run_1/ff_map.png
(4 px per µm)
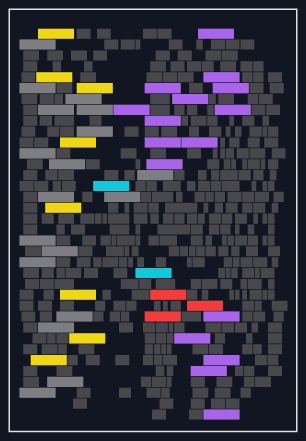
run_1/m2.png
(4 px per µm)
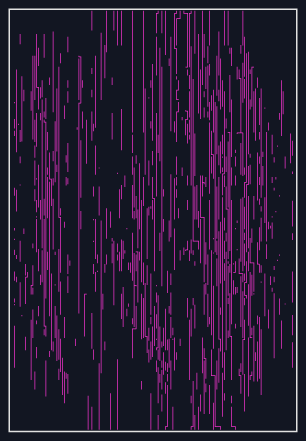
run_1/util_map.png
(4 px per µm) 7 x 11 tiles, from black (low) to pale yellow (high), 0 to 100% covered.
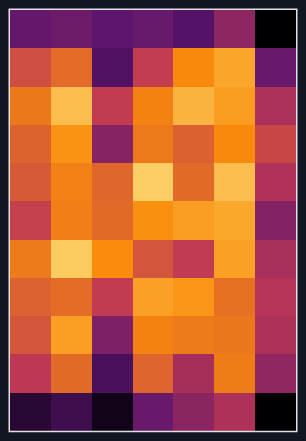
`src/rtl/fetch_unit.sv`:
```
// Fetch responder: takes a PC, reads a 1-3 byte 6502 instruction byte by byte from
// memory and presents the assembled instruction with its sequential next PC.
module fetch_unit #(
   parameter int MEM_ADDR_SIZE = 16,
   parameter int DATA_SIZE     = 8
) (
   input  logic                     clk_i,
   input  logic                     rst_i,
   input  logic                     pc_valid_i,
   input  logic [MEM_ADDR_SIZE-1:0] pc_i,
   output logic                     pc_ready_o,
   input  logic                     flush_i,
   output logic                     mem_req_o,
   output logic [MEM_ADDR_SIZE-1:0] mem_addr_o,
   input  logic                     mem_rvalid_i,
   input  logic [DATA_SIZE-1:0]     mem_rdata_i,
   output logic [DATA_SIZE-1:0]     opcode_lookup_o,
   input  logic [1:0]               op_len_i,
   output logic                     instr_valid_o,
   input  logic                     instr_ready_i,
   output logic [DATA_SIZE-1:0]     instr_opcode_o,
   output logic [DATA_SIZE-1:0]     instr_op1_o,
   output logic [DATA_SIZE-1:0]     instr_op2_o,
   output logic [1:0]               instr_len_o,
   output logic [MEM_ADDR_SIZE-1:0] instr_pc_o,
   output logic [MEM_ADDR_SIZE-1:0] next_pc_o
);

   typedef enum logic [2:0] {
      S_IDLE,
      S_REQ,
      S_WAIT,
      S_DONE,
      S_DRAIN
   } state_t;

   state_t                     state_q, state_d;
   logic [MEM_ADDR_SIZE-1:0]   base_q, base_d;
   logic [1:0]                 idx_q, idx_d;
   logic [1:0]                 len_q, len_d;
   logic [DATA_SIZE-1:0]       b0_q, b0_d, b1_q, b1_d, b2_q, b2_d;
   logic [1:0]                 len_eff;
   logic [1:0]                 cur_len;

   // A decoded length of 0 means a single-byte instruction.
   assign len_eff = (op_len_i == 2'd0) ? 2'd1 : op_len_i;
   assign cur_len = (idx_q == 2'd0) ? len_eff : len_q;

   always_ff @(posedge clk_i or posedge rst_i) begin
      if (rst_i) begin
         state_q <= S_IDLE;
         base_q  <= '0;
         idx_q   <= '0;
         len_q   <= '0;
         b0_q    <= '0;
         b1_q    <= '0;
         b2_q    <= '0;
      end else begin
         state_q <= state_d;
         base_q  <= base_d;
         idx_q   <= idx_d;
         len_q   <= len_d;
         b0_q    <= b0_d;
         b1_q    <= b1_d;
         b2_q    <= b2_d;
      end
   end

   always_comb begin
      state_d       = state_q;
      base_d        = base_q;
      idx_d         = idx_q;
      len_d         = len_q;
      b0_d          = b0_q;
      b1_d          = b1_q;
      b2_d          = b2_q;
      pc_ready_o    = 1'b0;
      mem_req_o     = 1'b0;
      mem_addr_o    = '0;
      instr_valid_o = 1'b0;
      case (state_q)
         S_IDLE: begin
            pc_ready_o = 1'b1;
            if (pc_valid_i && !flush_i) begin
               base_d  = pc_i;
               idx_d   = 2'd0;
               state_d = S_REQ;
            end
         end
         S_REQ: begin
            if (flush_i) begin
               state_d = S_IDLE;
            end else begin
               mem_req_o  = 1'b1;
               mem_addr_o = base_q + MEM_ADDR_SIZE'(idx_q);
               state_d    = S_WAIT;
            end
         end
         S_WAIT: begin
            if (flush_i) begin
               // Read still in flight must be swallowed before accepting a new PC.
               state_d = mem_rvalid_i ? S_IDLE : S_DRAIN;
            end else if (mem_rvalid_i) begin
               case (idx_q)
                  2'd0: begin
                     b0_d  = mem_rdata_i;
                     b1_d  = '0;
                     b2_d  = '0;
                     len_d = len_eff;
                  end
                  2'd1:    b1_d = mem_rdata_i;
                  default: b2_d = mem_rdata_i;
               endcase
               if ((idx_q + 2'd1) < cur_len) begin
                  idx_d   = idx_q + 2'd1;
                  state_d = S_REQ;
               end else begin
                  state_d = S_DONE;
               end
            end
         end
         S_DONE: begin
            instr_valid_o = 1'b1;
            if (instr_ready_i || flush_i) state_d = S_IDLE;
         end
         S_DRAIN: begin
            if (mem_rvalid_i) state_d = S_IDLE;
         end
         default: state_d = S_IDLE;
      endcase
   end

   assign opcode_lookup_o = mem_rdata_i;
   assign instr_opcode_o  = b0_q;
   assign instr_op1_o     = b1_q;
   assign instr_op2_o     = b2_q;
   assign instr_len_o     = len_q;
   assign instr_pc_o      = base_q;
   assign next_pc_o       = base_q + MEM_ADDR_SIZE'(len_q);

endmodule

```
`config.mk`:
```
export PLATFORM = sky130hd
export DESIGN_NAME = fetch_unit
export DESIGN_NICKNAME = d
export VERILOG_FILES = /design/src/rtl/fetch_unit.sv
export SDC_FILE = /design/constraint.sdc
export NUM_CORES = 1
export LEC_CHECK = 0
export ABC_AREA = 0
export CAP_MARGIN = 10
export CORE_ASPECT_RATIO = 1.5
export CORE_MARGIN = 2
export CORE_UTILIZATION = 40
export CTS_CLUSTER_SIZE = 30
export DETAILED_ROUTE_END_ITERATION = 12
export HOLD_SLACK_MARGIN = 0.03
export MAX_ROUTING_LAYER = met4
export PLACE_DENSITY = 0.75
export SLEW_MARGIN = 10
export SYNTH_ARGS = -nofsm -noshare
export SYNTH_HDL_FRONTEND = slang
export SYNTH_SLANG_ARGS = --single-unit
export TNS_END_PERCENT = 10
```
`constraint.sdc`:
```
create_clock -name clk_i -period 2.74 [get_ports clk_i]
set_clock_uncertainty 0.15 [all_clocks]
set_input_delay 0.548 -clock clk_i [delete_from_list [all_inputs] [get_ports clk_i]]
set_output_delay 0.548 -clock clk_i [all_outputs]
set_load 0.02 [all_outputs]
```
==> results.json, run 1 <==
{
  "drt-pass1-iter-count": 4,
  "avgSynthCellArea_um2": 10.5,
  "grtUsageTotal_pct": 20.7,
  "outcome": "finished, violations left",
  "period_minus_slack_ns": 2.74,
  "cp.arrival_ns": 2.04,
  "yosysTopAreaCell": "dfrtp_1",
  "rsz0062_at_grt": "true",
  "relSlewSlack_pct": 66.3,
  "r2r_slack_ns": 0.42,
  "antenna_left": 0,
  "synth_flops": 47,
  "worstSetupStartpoint": "instr_pc_o[0]$_DFFE_PP0P_",
  "fin_tns_setup_ns": -0.00281,
  "lay_top_count": "clkdlybuf4s50_1",
  "dpl.hpwl_um": 5870,
  "syn_area_um2": 2730,
  "pwr_density_cell_nw_per_um2": 1080,
  "total_power_uw": 4590,
  "ir_drop_mv": 0.574,
  "cts_buffers": 5,
  "reg2reg_to": "idx_q[0]$_DFFE_PP0P_",
  "ctsHtreeMaxLevel": 2,
  "violations": "negative setup slack",
  "die-area_um2": 7520,
  "area_delta_synth_final_pct": 55.8,
  "grt_max_degree": 26,
  "layout_setup_ws_ns": -0.00281,
  "openroad.warnings": 29,
  "grt_overflow": 0,
  "cts_hold_buf": 0,
  "die.size.y_um": 105,
  "netlist_instances": 260,
  "viasPerCell": 5.14,
  "rr_worst_depth": 8,
  "via_count": 2479,
  "clock_latency_ns": 0.31,
  "ys_area_um2": 2730,
  "num-fill-cells": 573,
  "leakagePower_uw": 0.00187,
  "r2r-start": "idx_q[1]$_DFFE_PP0P_",
  "max_freq_mhz": 365,
  "portBuffers": 116,
  "synth_cell_types": 42,
  "cts_buffer_depth": 2,
  "criticalPathCategory": "flop to output pin",
  "wl_per_cell_um": 15.5,
  "setup_violations": 1,
  "gp_congestion": 0.866,
  "edf_count": 0,
  "cap_viol_max_count": 0,
  "cts_sinks": 47,
  "clockRootBuffer": "clkbuf_8",
  "antenna_cells": 0,
  "flop_cell": "dfrtp_1",
  "final_cell_mix": "83 x clkdlybuf4s50_1, 52 x buf_4, 47 x dfrtp_1",
  "antenna_found_initial": 0,
  "cts_setup_buffers": 0,
  "topCellsByArea": "dfrtp_1 43%, mux2_2 13%, xnor2_1 4.8%",
  "cts_tree": "done",
  "final_nets": 446,
  "fp_nets": 301,
  "grt_first_pass_wirelength_um": 12000,
  "max_slew.worst_pin.slew_ns": 0.505,
  "top_area_share_pct": 43.1,
  "cp-end-kind": "output pin",
  "comb_area_um2": 1460,
  "hp-class": "flop to flop",
  "first_iter_violations": 88,
  "async_flop_share_pct": 100,
  "critPathMaxFanout": 3,
  "cts.repair.resized": 86,
  "required_ns": 2.04,
  "clk_pin_slew_worst_paths_ns": 0.09,
  "worstSetupEndpoint": "mem_addr_o[8]",
  "die_x_um": 71.5,
  "drv_slew": 0,
  "fp-row-count": 36,
  "preCtsSetupSlack_ns": -0.665,
  "drc_errors": 0,
  "yosys_warnings": 0,
  "fin_crit_sh_pct": 100,
  "hold_viol_final": 0,
  "first_global_vias": 2562,
  "critPathLaunchType": "flop",
  "drive_gt1_share_pct": 31.5,
  "ios": 117,
  "min_from": "instr_op1_o[7]$_DFFE_PP0P_",
  "ys_cells": 260,
  "synth_seq_share_pct": 43.1,
  "seqCellArea_um2": 1180
}
## Picture notes: ff_map.png
legend:
  state_q:
    color: red
    sequential_cells: 3
  instr_pc_o:
    color: purple
    sequential_cells: 16
  instr_op2_o:
    color: yellow
    sequential_cells: 8
  instr_len_o:
    color: cyan
    sequential_cells: 2

## Picture notes: m2.png
wire length on this layer: 3950 µm
main direction: vertical
longest straight run: 54.7 µm
nets with wire on the layer: 394
final WL: 7460 µm
GRT met2 Usage: 36.2%

## Picture notes: util_map.png
fullest tile: 90%
mean over tiles: 55%
nearly empty tiles: 2.6%
tiles over 75% full: 20%
Initial Utilization: 41.5%
core area: 6580 µm²

run 1: layout make-up:
type | instances | share of cell area [%]
multi-input combinational | 185 | 34.3
timing repair buffer | 161 | 33.0
sequential | 47 | 27.6
tap | 76 | 2.23
clock buffer | 6 | 1.94
inverter | 5 | 0.441
clock inverter | 2 | 0.382
run 1: per-layer routing:
| layer | wire (µm) | part of all wire, % | GRT usage (%) | up-vias |
|---|---|---|---|---|
| met1 | 2790 | 37 | 22.7 | 1171 |
| met5 | 0 | 0 | - | - |
| met3 | 606 | 8.1 | 5.40 | 8 |
| li1 | - | - | - | 1186 |
| met2 | 3950 | 53 | 36.2 | 114 |
| met4 | 104 | 1.4 | 5.93 | 0 |
run 1: critical path: stages, from the launching register on:
cell     delay (ns)
dfrtp_1        0.41
ha_2           0.21
fa_2           0.20
nand4_1        0.12
buf_4          0.18
or3_4          0.33
a21oi_2        0.13
buf_4          0.14
run 1: worst min-delay path by stage:
stage	depth (start not counted)	end
final	1	instr_op1_o[7]$_DFFE_PP0P_
after global routing	1	instr_op1_o[7]$_DFFE_PP0P_
after CTS	1	instr_opcode_o[2]$_DFFE_PP0P_
after detailed placement	1	instr_op1_o[7]$_DFFE_PP0P_
after global placement	1	instr_op1_o[0]$_DFFE_PP0P_
after floorplan	1	idx_q[0]$_DFFE_PP0P_
run 1: report_power, final:
| part | leakage [µW] | internal (µW) | total, µW | switching (µW) |
|---|---|---|---|---|
| Clock | 0.0000474 | 206 | 443 | 237 |
| Sequential | 0.000601 | 974 | 1140 | 165 |
| Combinational | 0.00122 | 1440 | 3010 | 1570 |
| Total | 0.00187 | 2620 | 4590 | 1970 |
run 1: cells by family after synthesis:
family / after synthesis / share of synthesized area, %
DFF: 47 / 43.1
and+or+nand+nor: 92 / 18.3
buffers and inverters: 28 / 5.36
muxes: 35 / 14.3
xor gates and xnor gates: 25 / 8.02
AOI/OAI and AO/OA: 24 / 6.32
adders and majority gates: 9 / 4.67
run 1: cell usage after synthesis, types with 2 or more instances:
cell type	number
a21oi_1	5
a22o_1	8
and2_1	3
and4_1	2
buf_2	6
buf_4	9
clkbuf_1	7
dfrtp_1	47
fa_1	2
ha_1	7
inv_1	5
mux2_2	32
mux2i_1	3
nand2_1	14
nand3_1	11
nand4_1	5
nand4b_1	2
nor2_1	20
nor2b_1	14
nor3_1	5
nor4_1	3
o21ai_0	5
or3_1	3
xnor2_1	15
xor2_1	10
run 1: state kept, by name, summed over array words and instances, names as in the netlist:
| signal | cells |
|---|---|
| instr_opcode_o | 8 |
| idx_q | 2 |
| instr_pc_o | 16 |
| state_q | 3 |
| instr_op1_o | 8 |
| instr_op2_o | 8 |
| instr_len_o | 2 |
run 1: through the flow:
stage | hold slack, ns | std cells | util (%) | instance area, µm²
floorplan | 0.351 | 260 | - | 2730
global placement | 0.334 | 470 | 63.4 | 4170
detailed placement | 0.338 | 470 | 63.4 | 4170
CTS | 0.362 | 478 | 64.8 | 4260
global route | 0.380 | 482 | 64.7 | 4260
finish | 0.363 | 482 | 64.7 | 4260
## Run 2: what changed since run 1
CORE_MARGIN = 4   (was 2)
CORE_UTILIZATION = 43   (was 40)
PLACE_DENSITY = 0.8   (was 0.75)
run_2/clock_nets.png
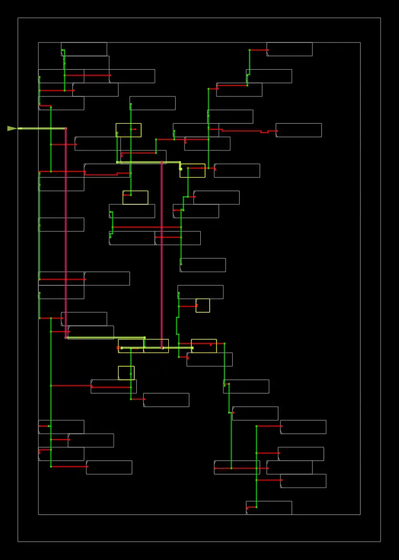
clock sinks: 47
Flops: 47
clk ins delay skew pair: 0.30 ns
clock-net power: 444 µW
TritonCTS buffer count: 5

run_2/ff_map.png
(4 px per µm)
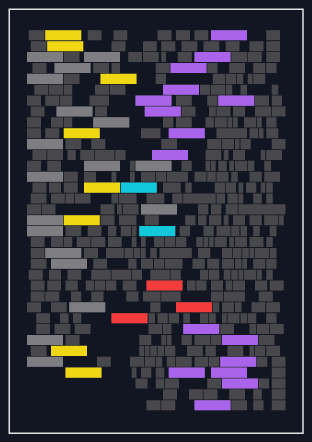
legend:
  instr_len_o:
    color: cyan
    sequential_cells: 2
  instr_op2_o:
    color: yellow
    sequential_cells: 8
  state_q:
    color: red
    sequential_cells: 3
  instr_pc_o:
    color: purple
    sequential_cells: 16
not colored: 18
Power Sequential: 1150 µW
Util after Layout: 68.6%
Seq. cell area: 1180 µm²

==> run 2 against run 1 <==
Flip-flop count did not move; final cell count decreased by 1.7%; largest power group unchanged; the run still ends with negative setup slack left; wire length up 4.6%; critical path type unchanged; core utilization rose by 3.9 points; sequential share of layout area rose by 0.12 points; via count grew 1.5%; largest cell class unchanged; critical path depth shrank 1.
==> results.json, run 2 <==
{
  "outcome": "finished, violations left",
  "violations": "negative setup slack",
  "first_iter_violations": 96,
  "first_global_vias": 2559,
  "reg2reg_to": "idx_q[0]$_DFFE_PP0P_",
  "rr_worst_depth": 8,
  "drv_slew": 0,
  "netlist_instances": 260,
  "ios": 117,
  "num-fill-cells": 515,
  "max_slew.worst_pin.slew_ns": 0.591,
  "antenna_cells": 0,
  "grt_first_pass_wirelength_um": 12300,
  "grtUsageTotal_pct": 20.8,
  "cts_tree": "done",
  "final_nets": 440,
  "flop_cell": "dfrtp_1",
  "drc_errors": 0,
  "setup_violations": 2,
  "ctsHtreeMaxLevel": 2,
  "die.size.y_um": 106,
  "die-area_um2": 7720,
  "preCtsSetupSlack_ns": -0.686,
  "max_freq_mhz": 360,
  "hp-class": "flop to flop",
  "top_area_share_pct": 43.1,
  "grt_overflow": 0,
  "design.core.area_um2": 6170,
  "synth_cell_types": 42,
  "leakagePower_uw": 0.00188,
  "largest_register_ff_count": 16,
  "layout_setup_ws_ns": -0.0377,
  "ys_area_um2": 2730,
  "cp.arrival_ns": 2.08,
  "drive_gt1_share_pct": 28.7,
  "r2r-start": "idx_q[0]$_DFFE_PP0P_",
  "cts_buffer_depth": 2,
  "synth_flops": 47,
  "criticalPathCategory": "flop to output pin",
  "final_cell_mix": "83 x clkdlybuf4s50_1, 47 x dfrtp_1, 44 x buf_4",
  "comb_area_um2": 1450,
  "worstSetupStartpoint": "instr_pc_o[1]$_DFFE_PP0P_",
  "antenna_left": 0,
  "via_count": 2516,
  "placed_cell_area_um2": 4130,
  "worstSetupEndpoint": "mem_addr_o[15]",
  "ys_cells": 260,
  "fp-row-count": 35,
  "final_area_um2": 4240,
  "r2r_slack_ns": 0.47,
  "synthTopCellsByCount": "47 x dfrtp_1, 32 x mux2_2, 20 x nor2_1",
  "final_cells": 474,
  "area_delta_synth_final_pct": 55.1,
  "wl_per_cell_um": 16.5,
  "critPathMaxFanout": 2,
  "fp_util_pct": 44.2,
  "fp_nets": 301,
  "openroad.warnings": 29,
  "die_x_um": 73.1,
  "relSlewSlack_pct": 60.5,
  "avgSynthCellArea_um2": 10.5,
  "drt-pass1-iter-count": 4,
  "critPathLaunchType": "flop",
  "period_minus_slack_ns": 2.78,
  "grt_max_degree": 29,
  "wl_um": 7800,
  "hold_viol_final": 0,
  "portBuffers": 116,
  "gp_congestion": 0.924,
  "edf_count": 0,
  "async_flop_share_pct": 100,
  "rsz0062_at_grt": "true",
  "cts_hold_buf": 0,
  "syn_area_um2": 2730,
  "lay_top_count": "clkdlybuf4s50_1",
  "clockRootBuffer": "clkbuf_8",
  "required_ns": 2.04,
  "fin_tns_setup_ns": -0.0636
}
-- run 2: cells by family (layout without fill, tap and decap cells) --
group                      after synthesis  in the layout  synth area share [%]
and+or+nand+nor                         92             92                  18.3
buffers and inverters                   28            168                  5.36
muxes                                   35             35                  14.3
adders and majority gates                9              9                  4.67
DFF                                     47             47                  43.1
xor gates and xnor gates                25             25                  8.02
AOI/OAI and AO/OA                       24             24                  6.32
-- run 2: per-layer routing --
layer / global-route usage (%) / wire, µm / vias up
li1: - / - / 1176
met1: 24.2 / 3030 / 1215
met2: 36.2 / 4070 / 117
met3: 3.44 / 587 / 8
met4: 5.94 / 113 / 0
met5: - / 0 / -
-- run 2: repair_timing --
action	CTS	global route
cloned	1	0
endpoints found under the setup margin	32	25
buffers inserted	1	1
pin swaps	5	2
gates resized	97	24
-- run 2: metrics by stage --
| stage | total power (µW) | hold slack, ns |
|---|---|---|
| 6_report | 4640 | 0.362 |
| 5_1_grt | 4930 | 0.365 |
| 4_1_cts | 4670 | 0.361 |
| 3_5_place_dp | 4270 | 0.334 |
| 3_3_place_gp | 4220 | 0.334 |
| 2_1_floorplan | 2770 | 0.351 |
-- run 2: worst max-delay path: stages, from the launching register on --
cell and delay (ns):
dfrtp_1 0.39, ha_1 0.28, a21oi_1 0.08, or3_1 0.32, or4_1 0.50, nand2_1 0.09, buf_6 0.12
-- run 2: how the worst min path moves through the flow --
stage                                from                          to  slack (ns)  cells after the start
6_report       instr_op1_o[3]$_DFFE_PP0P_  instr_op1_o[3]$_DFFE_PP0P_        0.36                      1
3_3_place_gp   instr_op1_o[3]$_DFFE_PP0P_  instr_op1_o[3]$_DFFE_PP0P_        0.33                      1
5_1_grt        instr_op1_o[0]$_DFFE_PP0P_  instr_op1_o[0]$_DFFE_PP0P_        0.36                      1
4_1_cts        instr_op1_o[0]$_DFFE_PP0P_  instr_op1_o[0]$_DFFE_PP0P_        0.36                      1
3_5_place_dp   instr_op1_o[1]$_DFFE_PP0P_  instr_op1_o[1]$_DFFE_PP0P_        0.33                      1
2_1_floorplan        idx_q[0]$_DFFE_PP0P_        idx_q[0]$_DFFE_PP0P_        0.35                      1
-- run 2: layout make-up --
type	count	area share [%]
Clock buffer	6	1.95
Clock inverter	2	0.384
Inverter	5	0.443
Multi-Input combinational cell	185	34.2
Sequential cell	47	27.8
Tap cell	74	2.19
Timing Repair Buffer	155	33.1
-- run 2: report_power, final --
group          internal, µW  switching (µW)  total, µW
registers               973             180       1150
logic                  1470            1570       3040
clock network           206             238        444
total                  2650            1990       4640
## Run 3: what changed since run 2
CORE_UTILIZATION = 39   (was 43)
PLACE_DENSITY = 0.77   (was 0.8)
clock period = 2.5 ns   (was 2.74 ns; I/O delays follow)
run_3/clock_nets.png
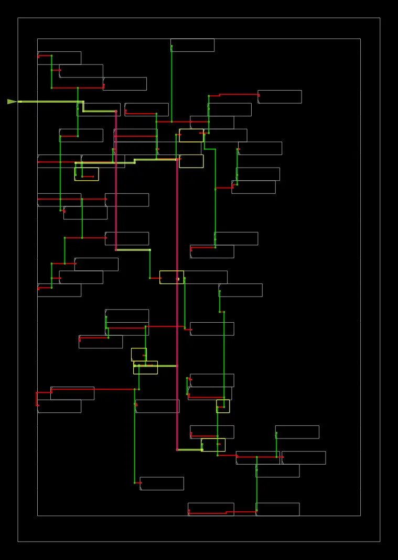
clk ins delay skew pair: 0.31 ns
clock-net power: 505 µW
final-layout clock buffer total: 6

run_3/ff_map.png
(3 px per µm)
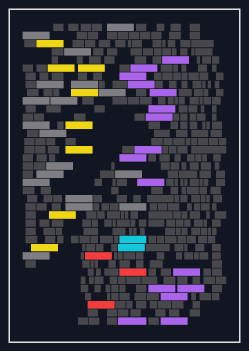
legend:
  instr_pc_o:
    color: purple
    sequential_cells: 16
  instr_op2_o:
    color: yellow
    sequential_cells: 8
  state_q:
    color: red
    sequential_cells: 3
  instr_len_o:
    color: cyan
    sequential_cells: 2
not colored: 18

==> run 3 against run 2 <==
The run still ends with negative setup slack left; worst hold slack hardly changed; area after synthesis unchanged; worst setup slack got worse by 0.18 ns; critical path depth shrank 1; global-route usage is 1.6 points lower.
==> results.json, run 3 <==
{
  "slowest_stage": "or4b_4",
  "fp_util_pct": 39.9,
  "wl_per_cell_um": 16.7,
  "period_minus_slack_ns": 2.71,
  "cp.arrival_ns": 2.06,
  "critPathMaxFanout": 3,
  "drive_gt1_share_pct": 34.1,
  "synthTopCellsByCount": "47 x dfrtp_1, 32 x mux2_2, 20 x nor2_1",
  "clk_pin_slew_worst_paths_ns": 0.09,
  "ys_cells": 260,
  "die.size.y_um": 110,
  "design.core.area_um2": 6850,
  "clockRootBuffer": "clkbuf_8",
  "cts_buffer_depth": 2,
  "first_global_vias": 2543,
  "ys_area_um2": 2730,
  "r2r-start": "idx_q[1]$_DFFE_PP0P_",
  "cp-end-kind": "output pin",
  "antenna_left": 0,
  "die-area_um2": 8430,
  "setup_violations": 26,
  "postLayoutCoreUtil_pct": 64.3,
  "gp_congestion": 0.926,
  "fp_nets": 301,
  "edf_count": 0,
  "grt_first_pass_wirelength_um": 12700,
  "dr_wl_met2_um": 4500,
  "dr_wl_met3_um": 332,
  "openroad.warnings": 29,
  "dpl.hpwl_um": 6220,
  "antenna_cells": 0,
  "wl_met1_um": 3110,
  "pwr_density_cell_nw_per_um2": 1190,
  "final_nets": 448,
  "area_delta_synth_final_pct": 61.2,
  "violations": "negative setup slack",
  "required_ns": 1.85,
  "dp_cells": 475,
  "final_cell_mix": "83 x clkdlybuf4s50_1, 52 x buf_4, 46 x dfrtp_1",
  "cap_viol_max_count": 0,
  "ctsHtreeMaxLevel": 2,
  "hold_ws_ns": 0.363,
  "fp-row-count": 37,
  "rr_worst_depth": 8,
  "num-fill-cells": 547,
  "async_flop_share_pct": 100,
  "cts_sinks": 47,
  "cts_buffers": 5,
  "via_count": 2507,
  "die_x_um": 76.3,
  "layout_setup_ws_ns": -0.213,
  "yosysMostFrequentCell": "dfrtp_1",
  "largest_register_ff_count": 16,
  "antenna_found_initial": 0,
  "outcome": "finished, violations left",
  "cts_tree": "done",
  "rsz0062_at_grt": "true",
  "synth_seq_share_pct": 43.1,
  "portBuffers": 116,
  "yosysTopAreaCell": "dfrtp_1",
  "min_to": "instr_opcode_o[5]$_DFFE_PP0P_",
  "wl_um": 8120,
  "leakagePower_uw": 0.00197,
  "path_cells": "dlygate4sd2_1 -> or4b_4 -> or4_4 -> nand2_2 -> buf_6",
  "topCellsByArea": "dfrtp_1 43%, mux2_2 13%, xnor2_1 4.8%",
  "reg2reg_to": "idx_q[1]$_DFFE_PP0P_",
  "critPathLaunchType": "input pin",
  "grtUsageTotal_pct": 19.2,
  "grt_max_degree": 24,
  "final_cells": 486,
  "first_iter_violations": 82,
  "highest_layer": "met4",
  "top_area_share_pct": 43.1,
  "yosys_warnings": 0,
  "max_freq_mhz": 369,
  "synth_cell_types": 42,
  "relSlewSlack_pct": 68.0,
  "flop_cell": "dfrtp_1",
  "ios": 117,
  "synth_flops": 47,
  "ir_drop_mv": 0.700,
  "netlist_instances": 260,
  "fin_crit_sh_pct": 109,
  "hp-class": "flop to flop",
  "viasPerCell": 5.16,
  "criticalPathCategory": "input pin to output pin",
  "avgSynthCellArea_um2": 10.5,
  "max_slew.worst_pin.slew_ns": 0.480,
  "drv_slew": 0,
  "hold_path_depth": 1,
  "r2r_slack_ns": 0.15,
  "cpPeakStageDelay_ns": 0.59,
  "drt-pass1-iter-count": 5,
  "grt_overflow": 0,
  "syn_area_um2": 2730,
  "drc_errors": 0,
  "lay_top_count": "clkdlybuf4s50_1",
  "min_from": "instr_opcode_o[5]$_DFFE_PP0P_",
  "hold_viol_final": 0
}
[run 3: cell counts after synthesis]
No cell type changed its count.
[run 3: critical path: cells and delay by family]
family	cells	cell delay, ns
buffers and inverters	2	0.35
and+or+nand+nor	3	1.21
[run 3: area by class of cell]
| class | count | area [µm²] | share of cell area (%) |
|---|---|---|---|
| Multi-Input combinational cell | 185 | 1530 | 34.8 |
| Timing Repair Buffer | 163 | 1480 | 33.5 |
| Sequential cell | 47 | 1180 | 26.7 |
| Tap cell | 78 | 97.6 | 2.22 |
| Clock buffer | 6 | 82.6 | 1.88 |
| Inverter | 5 | 21.3 | 0.483 |
| Clock inverter | 2 | 16.3 | 0.369 |
[run 3: repair_timing]
item                                    CTS  global route
cloned                                    1             0
hold buffers                              0             0
pin swaps                                 8            16
resized                                  91            55
endpoints found under the setup margin   32            32
setup buffers                             1             1
[run 3: kinds of logic (layout without fill, tap and decap cells)]
| kind of cell | Yosys count | count (layout) | synth area share [%] |
|---|---|---|---|
| AND/OR/NAND/NOR | 92 | 92 | 18.3 |
| flip-flops | 47 | 47 | 43.1 |
| multiplexers | 35 | 35 | 14.3 |
| buffers and inverters | 28 | 176 | 5.36 |
| XOR/XNOR | 25 | 25 | 8.02 |
| AND-OR/OR-AND | 24 | 24 | 6.32 |
| adder cells (fa/ha/maj) | 9 | 9 | 4.67 |
[run 3: power breakdown]
group / internal [µW] / leakage (µW) / switching, µW
registers: 1070 / 0.000600 / 196
clock network: 226 / 0.0000474 / 279
logic: 1690 / 0.00132 / 1770
total: 2980 / 0.00197 / 2240
[run 3: how the worst max path moves through the flow]
stage	startpoint	to	slack [ns]
floorplan	instr_pc_o[6]$_DFFE_PP0P_	mem_addr_o[15]	0.001
global placement	flush_i	mem_addr_o[15]	-0.87
CTS	instr_pc_o[1]$_DFFE_PP0P_	mem_addr_o[15]	-0.31
global route	instr_pc_o[0]$_DFFE_PP0P_	next_pc_o[8]	-0.28
finish	flush_i	mem_addr_o[15]	-0.21
detailed placement	flush_i	mem_addr_o[15]	-0.86
[run 3: per-layer routing]
layer / vias to the layer above / track usage (%)
li1: 1190 / -
met1: 1210 / 20.0
met2: 95 / 35.8
met3: 12 / 3.02
met4: 0 / 7.38
met5: - / -
[run 3: stage by stage]
step,worst slack (ns),instance area (µm²),power (µW),setup TNS [ns]
2_1_floorplan,0.00147,2740,3040,0
3_3_place_gp,-0.874,4200,4660,-13.11
3_5_place_dp,-0.861,4200,4720,-13.57
4_1_cts,-0.313,4360,5220,-6.00
5_1_grt,-0.278,4400,5510,-5.78
6_report,-0.213,4400,5220,-3.53
Power and IR drop assume default switching activity.
